Run 1, routed clock nets over the placement:
Scale bar: 50 microns.
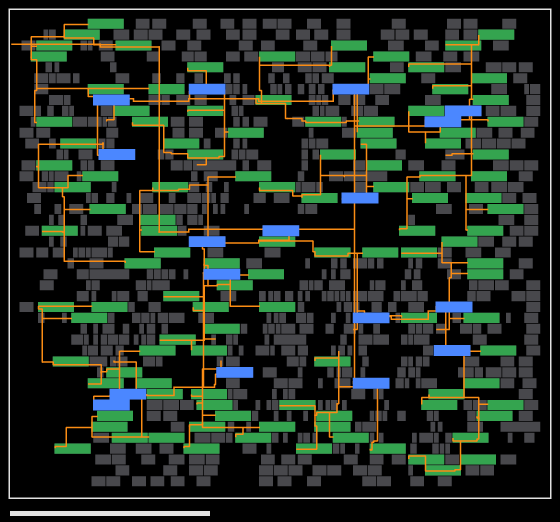
Run 1, cells coloured by class:
Scale bar: 50 microns.
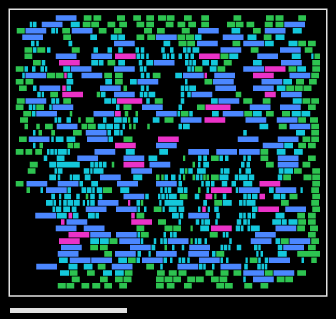
Run 1, sequential cells coloured by netlist name:
Scale bar: 50 microns.
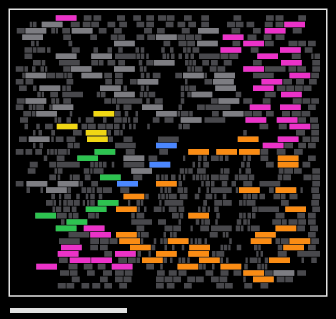
Run 1, gate families picked out:
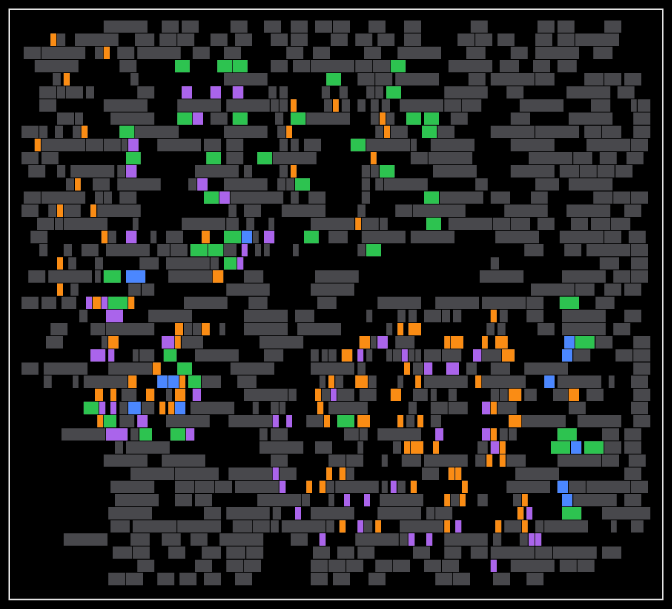
`config.mk`:
```
export PLATFORM = sky130hd
export DESIGN_NAME = load_store_unit_flat
export DESIGN_NICKNAME = d
export VERILOG_FILES = /design/src/rtl/load_store_unit_if.sv /design/src/rtl/load_store_unit.sv /design/src/flat_wrapper.sv
export SDC_FILE = /design/constraint.sdc
export NUM_CORES = 1
export LEC_CHECK = 0
export CAP_MARGIN = 5
export CORE_ASPECT_RATIO = 0.9
export CORE_MARGIN = 2
export CORE_UTILIZATION = 35
export CTS_CLUSTER_SIZE = 40
export DETAILED_ROUTE_END_ITERATION = 6
export GPL_TIMING_DRIVEN = 0
export PLACE_DENSITY_LB_ADDON = 0.05
export SYNTH_ARGS = -nofsm -noshare
export SYNTH_HDL_FRONTEND = slang
export SYNTH_SLANG_ARGS = --single-unit
```
`constraint.sdc`:
```
create_clock -name clk -period 3.25 [get_ports clk]
set_input_delay 0.65 -clock clk [delete_from_list [all_inputs] [get_ports clk]]
set_output_delay 0.65 -clock clk [all_outputs]
set_load 0.005 [all_outputs]
```
`src/rtl/load_store_unit_if.sv`:
```
// Data-memory bus between the load/store unit (master) and the memory (slave).
// Single-cycle mem_ack completes a request held on mem_req.
interface load_store_unit_if #(
    parameter int unsigned ADDR_W = 32,
    parameter int unsigned DATA_W = 32
);
    logic              mem_req;
    logic              mem_we;
    logic [ADDR_W-1:0] mem_addr;
    logic [DATA_W-1:0] mem_wdata;
    logic [3:0]        mem_be;
    logic [DATA_W-1:0] mem_rdata;
    logic              mem_ack;

    modport master (
        output mem_req, mem_we, mem_addr, mem_wdata, mem_be,
        input  mem_rdata, mem_ack
    );

    modport slave (
        input  mem_req, mem_we, mem_addr, mem_wdata, mem_be,
        output mem_rdata, mem_ack
    );
endinterface

```
`src/rtl/load_store_unit.sv`:
```
// Memory-access stage: checks legality, drives one req/ack bus transaction per
// load/store, lane-aligns store data and extends load data, stalling the core meanwhile.
module load_store_unit #(
    parameter int unsigned ADDR_W  = 32,
    parameter int unsigned DATA_W  = 32,
    parameter int unsigned TIMEOUT = 255
) (
    input  logic              clk,
    input  logic              rst_n,
    input  logic              dmem_read_en,
    input  logic              dmem_write_en,
    input  logic [2:0]        func3,
    input  logic [ADDR_W-1:0] addr,
    input  logic [DATA_W-1:0] store_data,
    output logic              stall,
    output logic [DATA_W-1:0] load_data,
    output logic              load_valid,
    output logic              fault,
    load_store_unit_if.master bus
);

    localparam int unsigned CNT_W = (TIMEOUT < 2) ? 1 : $clog2(TIMEOUT + 1);

    typedef enum logic [1:0] {
        S_IDLE = 2'd0,
        S_REQ  = 2'd1,
        S_DONE = 2'd2
    } state_t;

    state_t             state_q, state_d;
    logic [CNT_W-1:0]   cnt_q, cnt_d;

    logic               req_any, req_write, legal;
    logic [3:0]         be_c;
    logic [DATA_W-1:0]  wdata_c;

    logic [ADDR_W-1:0]  addr_q;
    logic [1:0]         off_q;
    logic [2:0]         func3_q;
    logic               we_q;
    logic [DATA_W-1:0]  wdata_q;
    logic [3:0]         be_q;

    logic [7:0]         lane_byte;
    logic [15:0]        lane_half;
    logic [DATA_W-1:0]  rdata_ext;

    logic               accept, capture, fault_d, valid_d, busy;

    // Decode the presented instruction: legality, store byte enables and lane replication.
    always_comb begin
        req_any   = dmem_read_en | dmem_write_en;
        req_write = dmem_write_en;
        legal     = 1'b0;
        be_c      = 4'b0000;
        wdata_c   = '0;
        if (req_write) begin
            case (func3)
                3'b000: begin
                    legal   = 1'b1;
                    be_c    = 4'b0001 << addr[1:0];
                    wdata_c = {4{store_data[7:0]}};
                end
                3'b001: begin
                    legal   = ~addr[0];
                    be_c    = addr[1] ? 4'b1100 : 4'b0011;
                    wdata_c = {2{store_data[15:0]}};
                end
                3'b010: begin
                    legal   = (addr[1:0] == 2'b00);
                    be_c    = 4'b1111;
                    wdata_c = store_data;
                end
                default: legal = 1'b0;
            endcase
        end else begin
            case (func3)
                3'b000, 3'b100: legal = 1'b1;
                3'b001, 3'b101: legal = ~addr[0];
                3'b010:         legal = (addr[1:0] == 2'b00);
                default:        legal = 1'b0;
            endcase
        end
    end

    // Select the addressed lane of the returned word and extend it.
    always_comb begin
        case (off_q)
            2'd0:    lane_byte = bus.mem_rdata[7:0];
            2'd1:    lane_byte = bus.mem_rdata[15:8];
            2'd2:    lane_byte = bus.mem_rdata[23:16];
            default: lane_byte = bus.mem_rdata[31:24];
        endcase
        lane_half = off_q[1] ? bus.mem_rdata[31:16] : bus.mem_rdata[15:0];
        case (func3_q)
            3'b000:  rdata_ext = {{(DATA_W-8){lane_byte[7]}}, lane_byte};
            3'b100:  rdata_ext = {{(DATA_W-8){1'b0}}, lane_byte};
            3'b001:  rdata_ext = {{(DATA_W-16){lane_half[15]}}, lane_half};
            3'b101:  rdata_ext = {{(DATA_W-16){1'b0}}, lane_half};
            default: rdata_ext = bus.mem_rdata;
        endcase
    end

    always_ff @(posedge clk or negedge rst_n) begin
        if (!rst_n) begin
            state_q <= S_IDLE;
            cnt_q   <= '0;
        end else begin
            state_q <= state_d;
            cnt_q   <= cnt_d;
        end
    end

    always_comb begin
        state_d = state_q;
        cnt_d   = cnt_q;
        busy    = 1'b0;
        accept  = 1'b0;
        capture = 1'b0;
        fault_d = 1'b0;
        valid_d = 1'b0;
        case (state_q)
            S_IDLE: begin
                if (req_any) begin
                    if (legal) begin
                        accept  = 1'b1;
                        busy    = 1'b1;
                        cnt_d   = '0;
                        state_d = S_REQ;
                    end else begin
                        fault_d = 1'b1;
                    end
                end
            end
            S_REQ: begin
                busy = 1'b1;
                if (bus.mem_ack) begin
                    capture = ~we_q;
                    valid_d = ~we_q;
                    state_d = S_DONE;
                end else if (cnt_q == CNT_W'(TIMEOUT)) begin
                    fault_d = 1'b1;
                    state_d = S_IDLE;
                end else begin
                    cnt_d = cnt_q + CNT_W'(1);
                end
            end
            S_DONE:  state_d = S_IDLE;
            default: state_d = S_IDLE;
        endcase
    end

    // Stall is combinational so the core holds in the accept cycle; reset forces it low.
    assign stall = busy & rst_n;

    always_ff @(posedge clk or negedge rst_n) begin
        if (!rst_n) begin
            addr_q     <= '0;
            off_q      <= 2'b00;
            func3_q    <= 3'b000;
            we_q       <= 1'b0;
            wdata_q    <= '0;
            be_q       <= 4'b0000;
            load_data  <= '0;
            load_valid <= 1'b0;
            fault      <= 1'b0;
        end else begin
            if (accept) begin
                addr_q  <= {addr[ADDR_W-1:2], 2'b00};
                off_q   <= addr[1:0];
                func3_q <= func3;
                we_q    <= req_write;
                wdata_q <= req_write ? wdata_c : '0;
                be_q    <= req_write ? be_c : 4'b0000;
            end
            if (capture) begin
                load_data <= rdata_ext;
            end
            load_valid <= valid_d;
            fault      <= fault_d;
        end
    end

    assign bus.mem_req   = (state_q == S_REQ);
    assign bus.mem_we    = we_q;
    assign bus.mem_addr  = addr_q;
    assign bus.mem_wdata = wdata_q;
    assign bus.mem_be    = be_q;

endmodule

```
`src/flat_wrapper.sv`:
```
// flat-port wrapper written by rule: the top's interface ports become plain ports
module load_store_unit_flat 
#(
    parameter int unsigned ADDR_W  = 32,
    parameter int unsigned DATA_W  = 32,
    parameter int unsigned TIMEOUT = 255
)
  (clk, rst_n, dmem_read_en, dmem_write_en, func3, addr, store_data, stall, load_data, load_valid, fault, bus_mem_req, bus_mem_we, bus_mem_addr, bus_mem_wdata, bus_mem_be, bus_mem_rdata, bus_mem_ack);
  load_store_unit_if #(.ADDR_W(ADDR_W), .DATA_W(DATA_W)) bus_i ();
  input  logic clk;
  input  logic rst_n;
  input  logic dmem_read_en;
  input  logic dmem_write_en;
  input  logic [2:0] func3;
  input  logic [ADDR_W-1:0] addr;
  input  logic [DATA_W-1:0] store_data;
  output logic stall;
  output logic [DATA_W-1:0] load_data;
  output logic load_valid;
  output logic fault;
  output wire logic [$bits(bus_i.mem_req)-1:0] bus_mem_req;
  output wire logic [$bits(bus_i.mem_we)-1:0] bus_mem_we;
  output wire logic [$bits(bus_i.mem_addr)-1:0] bus_mem_addr;
  output wire logic [$bits(bus_i.mem_wdata)-1:0] bus_mem_wdata;
  output wire logic [$bits(bus_i.mem_be)-1:0] bus_mem_be;
  input wire logic [$bits(bus_i.mem_rdata)-1:0] bus_mem_rdata;
  input wire logic [$bits(bus_i.mem_ack)-1:0] bus_mem_ack;
  assign bus_mem_req = bus_i.mem_req;
  assign bus_mem_we = bus_i.mem_we;
  assign bus_mem_addr = bus_i.mem_addr;
  assign bus_mem_wdata = bus_i.mem_wdata;
  assign bus_mem_be = bus_i.mem_be;
  assign bus_i.mem_rdata = bus_mem_rdata;
  assign bus_i.mem_ack = bus_mem_ack;
  load_store_unit #(.ADDR_W(ADDR_W), .DATA_W(DATA_W), .TIMEOUT(TIMEOUT)) u_core (.clk(clk), .rst_n(rst_n), .dmem_read_en(dmem_read_en), .dmem_write_en(dmem_write_en), .func3(func3), .addr(addr), .store_data(store_data), .stall(stall), .load_data(load_data), .load_valid(load_valid), .fault(fault), .bus(bus_i));
endmodule
```
==> results.yml, run 1 <==
# generated from flow reports
timing:
  finalSetupViolations: 0
  timing.max_slew.rel_slack_pct: 45.85
  worstMarginPinSlew_ns: 0.8021
  report.final.slew_viol_count: 0
  worst_slack_ns: 0.1674
  finalHoldViolations: 0
  rsz0062_at_grt: "no"
  minimum_period_implied_by_the_final_worst_setup_slack_ns: 3.083
  timing.fmax_ghz: 0.3244
  skew_ns: 0.007965
  final.hold.worst_slack_ns: 0.1299
clocking:
  cts_sinks: 116
  worst_setup_hold_path_clk_slew_ns: 0.05
  cts_bufs_inserted: 17
  postCtsSetupRepairBufs: 3
  cts-htree-levels: 4
  clock_latency_ns: 0.42
  cts_tree: "built"
  cts.hold.buffers_added: 0
  post_cts_resize_count: 16
  cts_root_buffer: "sky130_fd_sc_hd__clkbuf_16"
  clock_tree_buf_depth: 2
final_layout:
  post-route-util_pct: 54.45
  area_share_of_buffers_outside_the_clock_network_pct: 27.45
  final_common_cell: "sky130_fd_sc_hd__clkdlybuf4s50_1"
  layout.cells.largest_class: "registers"
  final-seq-area_sq_mm: 0.002903
  nonClockInverterCount: 7
  insertedDiodeCount: 0
  final_cell_mix: "198 x sky130_fd_sc_hd__clkdlybuf4s50_1, 116 x sky130_fd_sc_hd__dfrtp_1, 63 x sky130_fd_sc_hd__nand2_1"
  n_sequential_cell: 116
  final_design_area_no_fill_sq_mm: 0.008290
  comb.multi_input.count: 352
  layout.clock.cell_area_share_pct: 6.746
  seqAreaFraction_pct: 35.01
  count_of_filler_cells_inserted_in_the_layout: 1345
  n_clock_buffer: 21
  post_layout_nonfiller_instances: 954
  buffers: 246
  comb_area_sq_mm: 0.002273
  area_growth_from_synthesis_to_layout_pct: 53.74
  sh_comb_area_pct: 27.42
  layout-drive-gt1-share_pct: 14.89
  finish.net_count: 845
route:
  dr_total_vias: 4938
  antenna_left: 0
  drc_violations: 0
  initial_drc_count: 320
  met3_wirelength_mm: 1.108
  avgRoutedWirePerCell_microns: 17.48
  detail_route.wirelength.met1_mm: 7.591
  dr.pass1.iters: 5
  routed_wl_mm: 16.68
  routed_via_density: 5.176
global_routing:
  grt_use_met3_pct: 5.784
  aggregate_global_routing_overflow: 0
  number_of_global_route_vias_before_repair: 4915
  met1_usage_pct: 28.47
  antenna_violations_before_repair: 0
  global_route.usage.met2_pct: 31.31
  grt.total_usage_pct: 20.60
  largest_net_degree_at_the_start_of_global_routing: 81
  grt_pass1_wl_mm: 26.18
  busiest_layer: "met2"
power:
  clock_power_share_pct: 28.2
  worst_ir_drop_on_vdd_uv: 428.4
  comb_power_w: 0.00228
  seq_power_share_pct: 35.7
  internal_power_w: 0.004491
  total_switching_power_w: 0.001829
  share_comb_of_total_power_pct: 36.1
  power_leakage_nw: 3.484
  power-top-group: "combinational logic"
  pwr_density_cell_mw_per_mm2: 762.4
worst_setup_path:
  critPathRequiredTime_ns: 2.60
  cp.depth: 7
  crit_path_category: "in -> out"
  worst_r2r_startpoint: "u_core.state_q[1]$_DFFE_PN0P_"
  worst_path_most_repeated_cell: "sky130_fd_sc_hd__buf_2"
  rr_endpoint: "u_core.load_data[30]$_DFFE_PN0P_"
  slowest_stage: "sky130_fd_sc_hd__or4_4"
  critPathBufInv: 3
  worstPathMaxFanout: 11
  worst_ep_arrival_time_ns: 2.43
  critPathTopFamily: "simple AND/OR/NAND/NOR gates"
  critical_path.max_stage_delay_ns: 0.53
  worst-r2r-setup-slack_ns: 0.60
  worst_setup_path_end_kind: "output port"
  startpoint: "addr[0]"
  timing.critical_path.to: "stall"
  worstSetupStartpointType: "input pin"
  cp_cell_sequence: "buf_2, or4_4, a2111o_1, buf_6, nor2b_2, nor3b_2, buf_2"
floorplanning:
  placementRows: 43
  die_y_microns: 121.8
  die_x_microns: 134.8
  tap-cell-count: 202
  ios: 209
  die-area_sq_mm: 0.01642
  floorplan.core_util_pct: 35.42
  core-area_sq_mm: 0.01523
synth:
  post_synth_main_logic_family: "AND-OR/OR-AND gates"
  yosys-mux-area-fraction_pct: 9.582
  top_area_cell: "sky130_fd_sc_hd__dfrtp_1"
  ys.flops: 116
  async_flop_share_pct: 100.0
  ys_area_sq_mm: 0.005393
  synthesis.area_per_instance_sq_um: 10.55
  common_cells: "116 x sky130_fd_sc_hd__dfrtp_1, 63 x sky130_fd_sc_hd__nand2_1, 52 x sky130_fd_sc_hd__a21oi_1"
  ys_cells: 511
  synth-compound-area-share_pct: 18.63
  netlist_top_cells_area: "sky130_fd_sc_hd__dfrtp_1 54%, sky130_fd_sc_hd__mux2_2 9.0%, sky130_fd_sc_hd__a21oi_1 4.8%, sky130_fd_sc_hd__nand2_1 4.4%, sky130_fd_sc_hd__a22o_1 4.2%"
  adder_share_pct: 0.2320
  fraction_of_synthesized_cell_area_in_xor_and_xnor_cells_pct: 0
  mappedNetlistArea_sq_mm: 0.005393
  ys_seq_share_pct: 53.83
  ys_dominant_reg_cell: "sky130_fd_sc_hd__dfrtp_1"
  yosys_warnings: 0
  synth-edff-count: 0
  netlist.area_leader.share_pct: 53.83
  synth_top_cell_by_count: "sky130_fd_sc_hd__dfrtp_1"
  instance_tally_after_logic_synthesis: 511
  ys_sh_simple_pct: 13.43
place:
  dp_hpwl_mm: 12.27
  gpl.final_weighted_congestion: 0.8541
  placement.setup.worst_slack_ns: -0.8259
  placed_cell_area_sq_mm: 0.007740
  place_inst: 921
  io_buffers: 206
job:
  maxCapViolCount: 0
  warning_count: 26
status:
  status: "finished, final reports clean"
worst_hold_path:
  holdCritPathClass: "in -> async"
Back to the opening pictures, 'routed clock nets over the placement':
Key: clock wires = orange [length 1,660 microns]; clock-net drivers = blue [count 17]; flip-flops = green [count 116]
There are 18 routed clock nets. Position of the flops: widely spread.

Back to the opening pictures, 'cells coloured by class':
Key: clock drivers and dummy loads = magenta [cells 31]; registers = blue [cells 116]; remaining buffers and delay cells = green [cells 246]; remaining logic cells = cyan [cells 359]

Back to the opening pictures, 'sequential cells coloured by netlist name':
Key: `u_core.cnt_q` = green [flops 8]; `u_core.func3_q` = blue [flops 3]; `u_core.bus.mem_be` = yellow [flops 4, where west]; `u_core.bus.mem_addr` = magenta [flops 30, where widely spread]; `u_core.load_data` = orange [flops 32]

Back to the opening pictures, 'gate families picked out':
Key: nor cells = purple [cells 52]; nand cells = orange [cells 87]; and/or cells = blue [cells 12]; non-inverting ao/oa cells = green [cells 44]

-- run 1: stage by stage --
step / TNS [ns] / power, W
after global placement: -370.97 / 0.004518
final: 0 / 0.006321
after CTS: 0 / 0.006396
after global routing: 0 / 0.006699
after detailed placement: -0.9967 / 0.004576
after floorplan: 0 / 0.003169
-- run 1: worst min-delay path by stage --
stage	to	cells past startpoint	slack (ns)
after CTS	u_core.load_valid$_DFF_PN0_	1	0.13
after global placement	u_core.bus.mem_be[1]$_DFFE_PN0P_	2	0.46
after floorplan	u_core.bus.mem_addr[10]$_DFFE_PN0P_	0	0.35
after global routing	u_core.load_valid$_DFF_PN0_	1	0.15
after detailed placement	u_core.bus.mem_wdata[23]$_DFFE_PN0P_	2	0.47
final	u_core.load_valid$_DFF_PN0_	1	0.13
## Run 2: what changed since run 1
CAP_MARGIN = default   (was 5)
Run 2, cells coloured by class:
Scale bar: 50 microns.
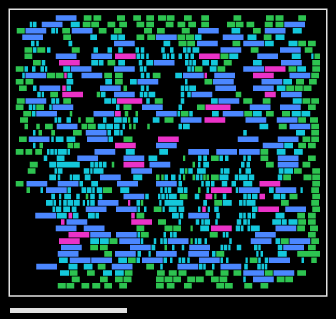
Key: clock drivers and dummy loads = magenta [cells 31]; registers = blue [cells 116]; remaining logic cells = cyan [cells 359]; remaining buffers and delay cells = green [cells 246]

Run 2, sequential cells coloured by netlist name:
Scale bar: 50 microns.
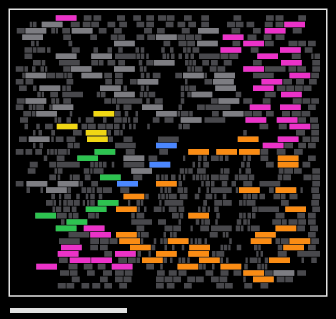
Key: `u_core.bus.mem_be` = yellow [flops 4, where west]; `u_core.load_data` = orange [flops 32]; `u_core.func3_q` = blue [flops 3]; `u_core.bus.mem_addr` = magenta [flops 30, where widely spread]; `u_core.cnt_q` = green [flops 8]

==> run 2 against run 1 <==
Against the previous run: clock power about the same; area after synthesis unchanged; setup slack unchanged; synthesized cell count unchanged; hold slack unchanged; non-clock buffer count unchanged; routed wire length unchanged; clock skew unchanged; global-route usage unchanged; fmax unchanged; combinational power about the same; power unchanged; critical path type unchanged; largest cell class unchanged.
==> results.yml, run 2 <==
# generated from flow reports
worst_setup_path:
  worstPathMaxFanout: 11
  critPathTopFamily: "simple AND/OR/NAND/NOR gates"
  critPathBufInv: 3
  worst_ep_arrival_time_ns: 2.43
  worst_r2r_startpoint: "u_core.state_q[1]$_DFFE_PN0P_"
  timing.critical_path.to: "stall"
  slowest_stage: "sky130_fd_sc_hd__or4_4"
  crit_path_category: "in -> out"
  worst_path_most_repeated_cell: "sky130_fd_sc_hd__buf_2"
  critical_path.max_stage_delay_ns: 0.53
  startpoint: "addr[0]"
  cp_cell_sequence: "buf_2, or4_4, a2111o_1, buf_6, nor2b_2, nor3b_2, buf_2"
  rr_endpoint: "u_core.load_data[30]$_DFFE_PN0P_"
  cp.depth: 7
  worst-r2r-setup-slack_ns: 0.60
  worst_setup_path_end_kind: "output port"
  worstSetupStartpointType: "input pin"
  critPathRequiredTime_ns: 2.60
timing:
  timing.fmax_ghz: 0.3244
  totalNegativeSetupSlack_ns: 0
  finalHoldViolations: 0
  period_utilisation_layout_pct: 94.85
  report.final.slew_viol_count: 0
  timing.max_slew.rel_slack_pct: 45.85
  skew_ns: 0.007965
  rsz0062_at_grt: "no"
  worst_slack_ns: 0.1674
  finalSetupViolations: 0
  minimum_period_implied_by_the_final_worst_setup_slack_ns: 3.083
floorplanning:
  die_x_microns: 134.8
  die_y_microns: 121.8
  core-area_sq_mm: 0.01523
  die-area_sq_mm: 0.01642
  ios: 209
  floorplan.core_util_pct: 35.42
  placementRows: 43
route:
  dr.pass1.iters: 5
  antenna_left: 0
  routed_via_density: 5.176
  avgRoutedWirePerCell_microns: 17.48
  dr_total_vias: 4938
  routed_wl_mm: 16.68
  initial_drc_count: 320
place:
  placement.setup.worst_slack_ns: -0.8259
  place_inst: 921
  gpl.final_weighted_congestion: 0.8541
  dp_hpwl_mm: 12.27
  io_buffers: 206
  placed_cell_area_sq_mm: 0.007740
synth:
  top_area_cell: "sky130_fd_sc_hd__dfrtp_1"
  synth-edff-count: 0
  async_flop_share_pct: 100.0
  yosys-mux-area-fraction_pct: 9.582
  netlist.area_leader.share_pct: 53.83
  post_synth_main_logic_family: "AND-OR/OR-AND gates"
  synth-compound-area-share_pct: 18.63
  ys_dominant_reg_cell: "sky130_fd_sc_hd__dfrtp_1"
  ys.flops: 116
  ys_sh_simple_pct: 13.43
  fraction_of_synthesized_cell_area_in_xor_and_xnor_cells_pct: 0
  adder_share_pct: 0.2320
  yosys_warnings: 0
  ys_area_sq_mm: 0.005393
  common_cells: "116 x sky130_fd_sc_hd__dfrtp_1, 63 x sky130_fd_sc_hd__nand2_1, 52 x sky130_fd_sc_hd__a21oi_1"
  instance_tally_after_logic_synthesis: 511
  synthesis.area_per_instance_sq_um: 10.55
  mappedNetlistArea_sq_mm: 0.005393
  ys_seq_share_pct: 53.83
  synth_top_cell_by_count: "sky130_fd_sc_hd__dfrtp_1"
  netlist_top_cells_area: "sky130_fd_sc_hd__dfrtp_1 54%, sky130_fd_sc_hd__mux2_2 9.0%, sky130_fd_sc_hd__a21oi_1 4.8%, sky130_fd_sc_hd__nand2_1 4.4%, sky130_fd_sc_hd__a22o_1 4.2%"
final_layout:
  area_growth_from_synthesis_to_layout_pct: 53.74
  insertedDiodeCount: 0
  layout-drive-gt1-share_pct: 14.89
  finish.net_count: 845
  final_common_cell: "sky130_fd_sc_hd__clkdlybuf4s50_1"
  post_layout_nonfiller_instances: 954
  final_cell_mix: "198 x sky130_fd_sc_hd__clkdlybuf4s50_1, 116 x sky130_fd_sc_hd__dfrtp_1, 63 x sky130_fd_sc_hd__nand2_1"
  post-route-util_pct: 54.45
clocking:
  cts_sinks: 116
  post_cts_resize_count: 16
  clock_latency_ns: 0.42
  cts_bufs_inserted: 17
  postCtsSetupRepairBufs: 3
  cts_tree: "built"
  cts-htree-levels: 4
  cts.hold.buffers_added: 0
  worst_setup_hold_path_clk_slew_ns: 0.05
power:
  power_leakage_nw: 3.484
  design_power_total_w: 0.006321
  pwr_density_cell_mw_per_mm2: 762.4
global_routing:
  aggregate_global_routing_overflow: 0
  largest_net_degree_at_the_start_of_global_routing: 81
  number_of_global_route_vias_before_repair: 4915
  antenna_violations_before_repair: 0
  grt.total_usage_pct: 20.60
  grt_pass1_wl_mm: 26.18
job:
  maxCapViolCount: 0
  warning_count: 26
worst_hold_path:
  holdCritPathClass: "in -> async"
status:
  status: "finished, final reports clean"
run 2: cell counts after synthesis:
No cell type changed its count.
run 2: cell type report:
cell class / count / area, sq um
Timing Repair Buffer: 210 / 2086
Fill cell: 1345 / 6935
Sequential cell: 116 / 2903
Clock inverter: 10 / 108.9
Multi-Input combinational cell: 352 / 2273
Clock buffer: 21 / 450.4
Buffer: 36 / 190.2
Inverter: 7 / 26.28
Tap cell: 202 / 252.7
run 2: per-layer routing:
layer,GRT usage [%],vias up,wire (microns),part of all wire [%]
met5,0,-,0,0
met4,6.842,0,316,1.9
met3,5.784,26,1108,6.6
met2,31.31,179,7659,46
met1,28.47,2430,7591,46
li1,-,2303,-,-
run 2: power by group:
group          internal, W  switching, W
clock              0.00114      0.000648
sequential         0.00195      0.000302
combinational      0.00140      0.000879
Power is estimated from default activity; no workload was simulated.
